Metal 1:
The bar under the picture is 20 um long. Cells faint in the background.
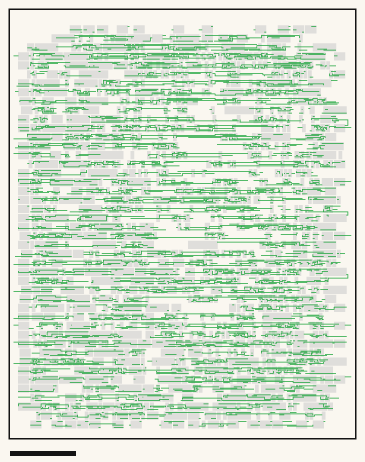
Signal wires on met2:
The bar under the picture is 20 um long. Cells faint in the background.
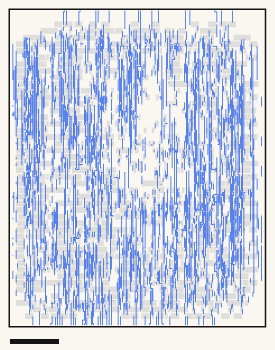
Signal wires on met3:
The bar under the picture is 20 um long. Cells faint in the background.
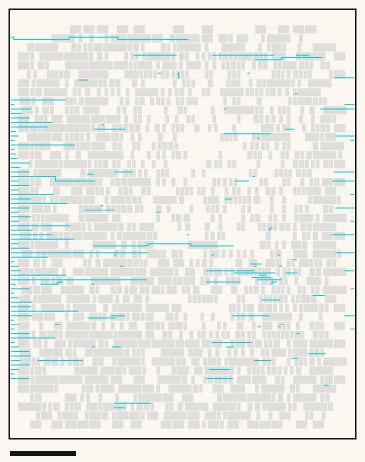
The metal 4 layer:
The bar under the picture is 20 um long.
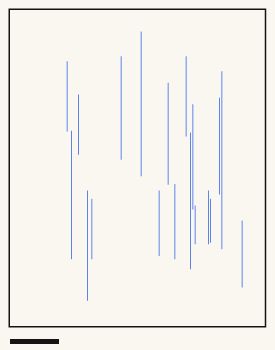
Track usage over the die:
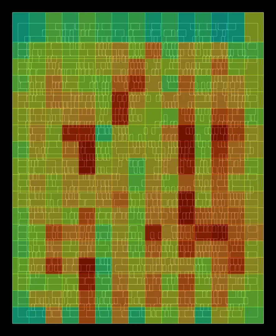
==> src/rtl/mul32_seq_if.sv <==
// Operand/result bundle for the sequential multiplier.
// Carries the optional is_signed input when SIGNED_MUL_EN is defined.
interface mul32_seq_if #(
    parameter int WIDTH = 32
);
    logic [WIDTH-1:0] multiplicand;
    logic [WIDTH-1:0] multiplier;
    logic             start;
`ifdef SIGNED_MUL_EN
    logic             is_signed;
`endif
    logic [WIDTH-1:0] product_hi;
    logic [WIDTH-1:0] product_lo;
    logic             busy;
    logic             finish;

`ifdef SIGNED_MUL_EN
    modport master (output multiplicand, multiplier, start, is_signed,
                    input  product_hi, product_lo, busy, finish);
    modport slave  (input  multiplicand, multiplier, start, is_signed,
                    output product_hi, product_lo, busy, finish);
`else
    modport master (output multiplicand, multiplier, start,
                    input  product_hi, product_lo, busy, finish);
    modport slave  (input  multiplicand, multiplier, start,
                    output product_hi, product_lo, busy, finish);
`endif
endinterface

==> src/rtl/mul32_seq.sv <==
// Sequential shift-add multiplier: one product bit per clock, WIDTH cycles per operation.
// Shares the start/finish handshake of the iterative divider.
// Optional feature macro: SIGNED_MUL_EN (adds is_signed; magnitude multiply + final negate).
module mul32_seq #(
    parameter int WIDTH = 32
) (
    input  logic        clk,
    input  logic        rst,
    mul32_seq_if.slave  bus
);
    localparam int CW = (WIDTH > 1) ? $clog2(WIDTH) : 1;

    typedef enum logic [1:0] {IDLE, BUSY, DONE} state_e;

    state_e             state_q, state_d;
    logic [CW-1:0]      count_q, count_d;
    logic [WIDTH-1:0]   mcand_q, mcand_d;
    // {carry, hi, lo}: lo starts as the multiplier and is consumed from bit 0
    logic [2*WIDTH:0]   acc_q, acc_d;
    logic [WIDTH-1:0]   mag_a, mag_b;
    logic [WIDTH:0]     sum;
    logic [2*WIDTH:0]   step;
    logic               last;
`ifdef SIGNED_MUL_EN
    logic               sign_q, sign_d;
    logic               neg_a, neg_b;

    // Two's-complement operands are reduced to magnitudes; the most-negative
    // value maps onto its unsigned magnitude 2^(WIDTH-1) naturally.
    assign neg_a = bus.is_signed & bus.multiplicand[WIDTH-1];
    assign neg_b = bus.is_signed & bus.multiplier[WIDTH-1];
    assign mag_a = neg_a ? (-bus.multiplicand) : bus.multiplicand;
    assign mag_b = neg_b ? (-bus.multiplier)   : bus.multiplier;
`else
    assign mag_a = bus.multiplicand;
    assign mag_b = bus.multiplier;
`endif

    // One iteration: conditional add into the high half, then shift right with 0 fill.
    assign sum  = {1'b0, acc_q[2*WIDTH-1:WIDTH]} + {1'b0, mcand_q};
    assign step = acc_q[0] ? ({sum, acc_q[WIDTH-1:0]} >> 1) : (acc_q >> 1);
    assign last = (count_q == CW'(WIDTH - 1));

    // Next-state: accept in IDLE/DONE, iterate in BUSY, start ignored while BUSY.
    always_comb begin
        state_d = state_q;
        count_d = count_q;
        mcand_d = mcand_q;
        acc_d   = acc_q;
`ifdef SIGNED_MUL_EN
        sign_d  = sign_q;
`endif
        case (state_q)
            IDLE, DONE: begin
                if (bus.start) begin
                    state_d = BUSY;
                    count_d = '0;
                    mcand_d = mag_a;
                    acc_d   = {1'b0, {WIDTH{1'b0}}, mag_b};
`ifdef SIGNED_MUL_EN
                    sign_d  = neg_a ^ neg_b;
`endif
                end
            end
            BUSY: begin
                acc_d   = step;
                count_d = count_q + 1'b1;
                if (last) begin
                    state_d = DONE;
`ifdef SIGNED_MUL_EN
                    // Negation folds into the final iteration so latency is unchanged.
                    if (sign_q) acc_d = {1'b0, -step[2*WIDTH-1:0]};
`endif
                end
            end
            default: state_d = IDLE;
        endcase
    end

    // State register; synchronous reset aborts any operation in flight.
    always_ff @(posedge clk) begin
        if (rst) begin
            state_q <= IDLE;
            count_q <= '0;
            mcand_q <= '0;
            acc_q   <= '0;
`ifdef SIGNED_MUL_EN
            sign_q  <= 1'b0;
`endif
        end else begin
            state_q <= state_d;
            count_q <= count_d;
            mcand_q <= mcand_d;
            acc_q   <= acc_d;
`ifdef SIGNED_MUL_EN
            sign_q  <= sign_d;
`endif
        end
    end

    assign bus.busy       = (state_q == BUSY);
    assign bus.finish     = (state_q == DONE);
    assign bus.product_hi = acc_q[2*WIDTH-1:WIDTH];
    assign bus.product_lo = acc_q[WIDTH-1:0];
endmodule

==> src/flat_wrapper.sv <==
// flat-port wrapper written by rule: the top's interface ports become plain ports
module mul32_seq_flat 
#(
    parameter int WIDTH = 32
)
  (clk, rst, bus_multiplicand, bus_multiplier, bus_start, bus_product_hi, bus_product_lo, bus_busy, bus_finish);
  mul32_seq_if #(.WIDTH(WIDTH)) bus_i ();
  input  logic clk;
  input  logic rst;
  input wire logic [$bits(bus_i.multiplicand)-1:0] bus_multiplicand;
  input wire logic [$bits(bus_i.multiplier)-1:0] bus_multiplier;
  input wire logic [$bits(bus_i.start)-1:0] bus_start;
  output wire logic [$bits(bus_i.product_hi)-1:0] bus_product_hi;
  output wire logic [$bits(bus_i.product_lo)-1:0] bus_product_lo;
  output wire logic [$bits(bus_i.busy)-1:0] bus_busy;
  output wire logic [$bits(bus_i.finish)-1:0] bus_finish;
  assign bus_i.multiplicand = bus_multiplicand;
  assign bus_i.multiplier = bus_multiplier;
  assign bus_i.start = bus_start;
  assign bus_product_hi = bus_i.product_hi;
  assign bus_product_lo = bus_i.product_lo;
  assign bus_busy = bus_i.busy;
  assign bus_finish = bus_i.finish;
  mul32_seq #(.WIDTH(WIDTH)) u_core (.clk(clk), .rst(rst), .bus(bus_i));
endmodule
==> config.mk <==
export PLATFORM = sky130hd
export DESIGN_NAME = mul32_seq_flat
export DESIGN_NICKNAME = d
export VERILOG_FILES = /design/src/rtl/mul32_seq_if.sv /design/src/rtl/mul32_seq.sv /design/src/flat_wrapper.sv
export SDC_FILE = /design/constraint.sdc
export NUM_CORES = 1
export LEC_CHECK = 0
export ABC_AREA = 1
export CAP_MARGIN = 10
export CORE_ASPECT_RATIO = 1.25
export CORE_MARGIN = 2
export CORE_UTILIZATION = 52
export CTS_CLUSTER_DIAMETER = 200
export DETAILED_ROUTE_END_ITERATION = 12
export PLACE_DENSITY = 0.82
export SYNTH_ARGS = -nofsm -noshare
export SYNTH_HDL_FRONTEND = slang
export SYNTH_SLANG_ARGS = --single-unit
==> constraint.sdc <==
create_clock -name clk -period 2.6 [get_ports clk]
set_clock_uncertainty 0.15 [all_clocks]
set_input_delay 0.52 -clock clk [delete_from_list [all_inputs] [get_ports clk]]
set_output_delay 0.52 -clock clk [all_outputs]
set_load 0.02 [all_outputs]
==> results_tabular.tex <==
% Yosys + OpenROAD metrics
\begin{tabular}{lr}
\hline
Metric & Value \\
\hline
\multicolumn{2}{l}{\textbf{Logic synthesis}} \\
Top post-synthesis cells by count & 381 x sky130\_fd\_sc\_hd\_\_nand2\_1, 151 x sky130\_fd\_sc\_hd\_\_nor2\_1, 125 x sky130\_fd\_sc\_hd\_\_inv\_1 \\
Number of distinct library cells after synthesis & 33 \\
Post-synthesis cell area & around 6600 um\^{}2 \\
Leading cell type by number of instances after synthesis & sky130\_fd\_sc\_hd\_\_nand2\_1 \\
Proportion of synthesized flip-flops having asynchronous set or reset & 0\% \\
Post-Syn Area per Cell & 6.10 um\^{}2 \\
Proportion of netlist area held by the largest area contributor & 31.4\% \\
Warnings, synthesis & 0 \\
Adder and majority cell fraction of the synthesized area & between 6 and 7\% \\
Sequential share of the synthesized area & 31.4\% \\
Number of synthesized flops with an enable pin & 0 \\
Top cells by area & sky130\_fd\_sc\_hd\_\_dfxtp\_1 31\%, sky130\_fd\_sc\_hd\_\_nand2\_1 22\%, sky130\_fd\_sc\_hd\_\_nor2\_1 8.6\% \\
Predominant post-synthesis flop cell & sky130\_fd\_sc\_hd\_\_dfxtp\_1 \\
Ys cells & 1077 \\
Number of nets in the synthesized netlist & 1179 \\
Complex-gate fraction of the synthesized area & 12.9\% \\
Number of flip-flops and latches in the synthesized netlist & 103 \\
MUX area fraction & 0\% \\
\multicolumn{2}{l}{\textbf{Clocking}} \\
Clock tree from TritonCTS & done \\
Number of hold-repair buffers added at the cts stage & 0 \\
\# Post-CTS Setup Buffers & 0 \\
Worst-skew pair later-pin latency & approximately 0.35 ns \\
Root Buffer & sky130\_fd\_sc\_hd\_\_clkbuf\_16 \\
Clock buffer count from CTS & 9 \\
Clock buffer depth & 2 \\
Clock sink count & approximately 100 \\
Clock transition at the registers of the reported paths & 0.07 ns \\
Resize count post-CTS & 0 \\
\multicolumn{2}{l}{\textbf{Run status}} \\
Status & finished clean \\
\multicolumn{2}{l}{\textbf{Floorplanning}} \\
Total Die Area & 13500 um\^{}2 \\
IO Count & 133 \\
Floorplan core density & 53.7\% \\
Die width & 105 um \\
Count of standard-cell rows & 45 \\
Vertical extent of the die & 130 um \\
Area of the core & 12200 um\^{}2 \\
\multicolumn{2}{l}{\textbf{Route}} \\
Router iterations before antenna repair & 5 \\
Residual DRC & 0 \\
Number of DRC violations after detailed-routing iteration 0 & roughly 330 \\
Via count normalized by instance count & 5.09 \\
\multicolumn{2}{l}{\textbf{Final timing}} \\
Slew Limit Fails & 0 \\
Worst relative slew slack & 60.2\% \\
Setup tns final & 0 ns \\
Fmax & between 300 and 400 MHz \\
Transition at the pin with the smallest max-transition slack & 0.596 ns \\
Portion of the clock cycle consumed by the worst path in the final layout & between 90\% and 100\% \\
Hold slack final & 0.334 ns \\
Final-report setup violation count & 0 \\
\multicolumn{2}{l}{\textbf{Placed design}} \\
Total of buffers placed on input and output ports & approximately 130 \\
Weighted congestion reported at the end of routability-driven placement & just over 0.9 \\
DP Worst Slack & 0.400 ns \\
\multicolumn{2}{l}{\textbf{Power}} \\
Fraction of power spent switching nets & 29.5\% \\
Overall power consumption & 3.98 mW \\
Power density over cell area & 479 nW/um\^{}2 \\
Cell Int Power & 2.80 mW \\
Part of the power in registers & 44.0\% \\
Power share of the clock group & 35.3\% \\
\multicolumn{2}{l}{\textbf{Finish}} \\
Commonest non-fill, non-tap cells in the layout & 381 x sky130\_fd\_sc\_hd\_\_nand2\_1, 151 x sky130\_fd\_sc\_hd\_\_nor2\_1, 131 x sky130\_fd\_sc\_hd\_\_clkdlybuf4s50\_1, 125 x sky130\_fd\_sc\_hd\_\_inv\_1, 102 x sky130\_fd\_sc\_hd\_\_dfxtp\_1 \\
Net total in the final layout & between 1k and 1.5k \\
Utilization of the core after routing & 68.0\% \\
Share of final-layout standard cells stronger than drive strength 1 & 5.27\% \\
Count of antenna diodes in the layout & 0 \\
Synth-to-layout area growth & 26.5\% \\
Most numerous logic cell after layout & sky130\_fd\_sc\_hd\_\_nand2\_1 \\
\multicolumn{2}{l}{\textbf{Setup path}} \\
Largest stage delay on the critical path & around 0.71 ns \\
Cell-by-cell trace of the critical path & inv\_2 -> nor2\_4 -> clkdlybuf4s50\_1 \\
Crit path max-delay cell type & sky130\_fd\_sc\_hd\_\_clkdlybuf4s50\_1 \\
Required @ worst endpoint & 1.93 ns \\
Max Fanout on Critical Path & 15 \\
\multicolumn{2}{l}{\textbf{Global route}} \\
Pin count of the biggest net entering global routing & 54 \\
Global Route met1 Usage & between 30\% and 40\% \\
Initial antenna violation count & 0 \\
Global-route wire length before repair & roughly 30000 um \\
\multicolumn{2}{l}{\textbf{Run}} \\
Max-cap violations & 0 \\
Total tool warning count & 26 \\
\hline
\end{tabular}
Back to the opening pictures, 'metal 1':
wire length on this layer: 8160 um
longest straight run: 51.5 um
main direction: horizontal
wire length after detailed routing: 18600 um
total vias in the final route: 6919

Back to the opening pictures, 'signal wires on met2':
nets with wire on the layer: 993
wire length on this layer: 8860 um
share of all routed wire: 48%
global-route track usage on met2: 49.8%

Back to the opening pictures, 'signal wires on met3':
share of all routed wire: 4.9%
longest straight run: 41.2 um
main direction: horizontal
wire length on this layer: 906 um
nets with wire on the layer: 120
M3 GR Usage: 4.88%

Back to the opening pictures, 'the metal 4 layer':
main direction: vertical
longest straight run: 72.8 um
share of all routed wire: 3.8%

Back to the opening pictures, 'track usage over the die':
Most Crowded Layer GR: met2
detailed-route wire length per cell: 13.7 um
global-route total usage across every layer: 27.9%

==> worst paths after layout <==
check,depth (start not counted),start,slack [ns],end
max reg2reg,12,u_core.acc_q[32],0.37,u_core.acc_q[51]
min reg2reg,2,u_core.count_q[4],0.33,u_core.count_q[4]
max,3,u_core.state_q[0],0.1,bus_busy
min,2,u_core.count_q[4],0.33,u_core.count_q[4]
==> cell type report <==
type | count | area, um^2
clock buffer | 10 | 239
timing repair buffer | 144 | 1420
clock inverter | 5 | 63.8
inverter | 130 | 488
fill | 1153 | 3910
multi-input combinational | 803 | 3830
sequential | 103 | 2060
tap | 164 | 205
==> state kept, by name, indices dropped and copies added (netlist names) <==
signal and cells:
u_core.acc_q 64, u_core.mcand_q 32, u_core.count_q 5, u_core.state_q 2
==> critical path: cells and delay by family, from the launching register on <==
family	cells	cell delay, ns
simple gates	1	0.30
flops	1	0.40
buf+inv	2	0.77
==> logic make-up after synthesis <==
| group | after synthesis |
|---|---|
| AND/OR/NAND/NOR | 604 |
| adder cells (fa/ha/maj) | 35 |
| buffers and inverters | 171 |
| flip-flops | 103 |
| XOR/XNOR | 12 |
| AND-OR/OR-AND | 152 |
==> layer usage <==
metal  wire length (um)  vias to the layer above
met5                  0                        -
met4                700                        0
met3                905                       44
met2               8860                      176
met1               8160                     3100
li1                   -                     3599
==> metrics by stage <==
| step | area [um^2] | instances |
|---|---|---|
| 2_1_floorplan | 6570 | 1077 |
| 3_3_place_gp | 8010 | 1344 |
| 3_5_place_dp | 8010 | 1344 |
| 4_1_cts | 8310 | 1359 |
| 5_1_grt | 8310 | 1359 |
| 6_report | 8310 | 1359 |
==> power by group through the flow <==
stage | Sequential [mW] | Clock [mW] | Combinational [mW]
6_report | 1.75 | 1.41 | 0.823
5_1_grt | 1.76 | 1.48 | 0.909
3_5_place_dp | 1.78 | 0 | 0.821
4_1_cts | 1.75 | 1.43 | 0.827
2_1_floorplan | 1.83 | 0 | 0.444
3_3_place_gp | 1.78 | 0 | 0.812
Power figures rest on the tool's default switching activity, not on a simulated workload.
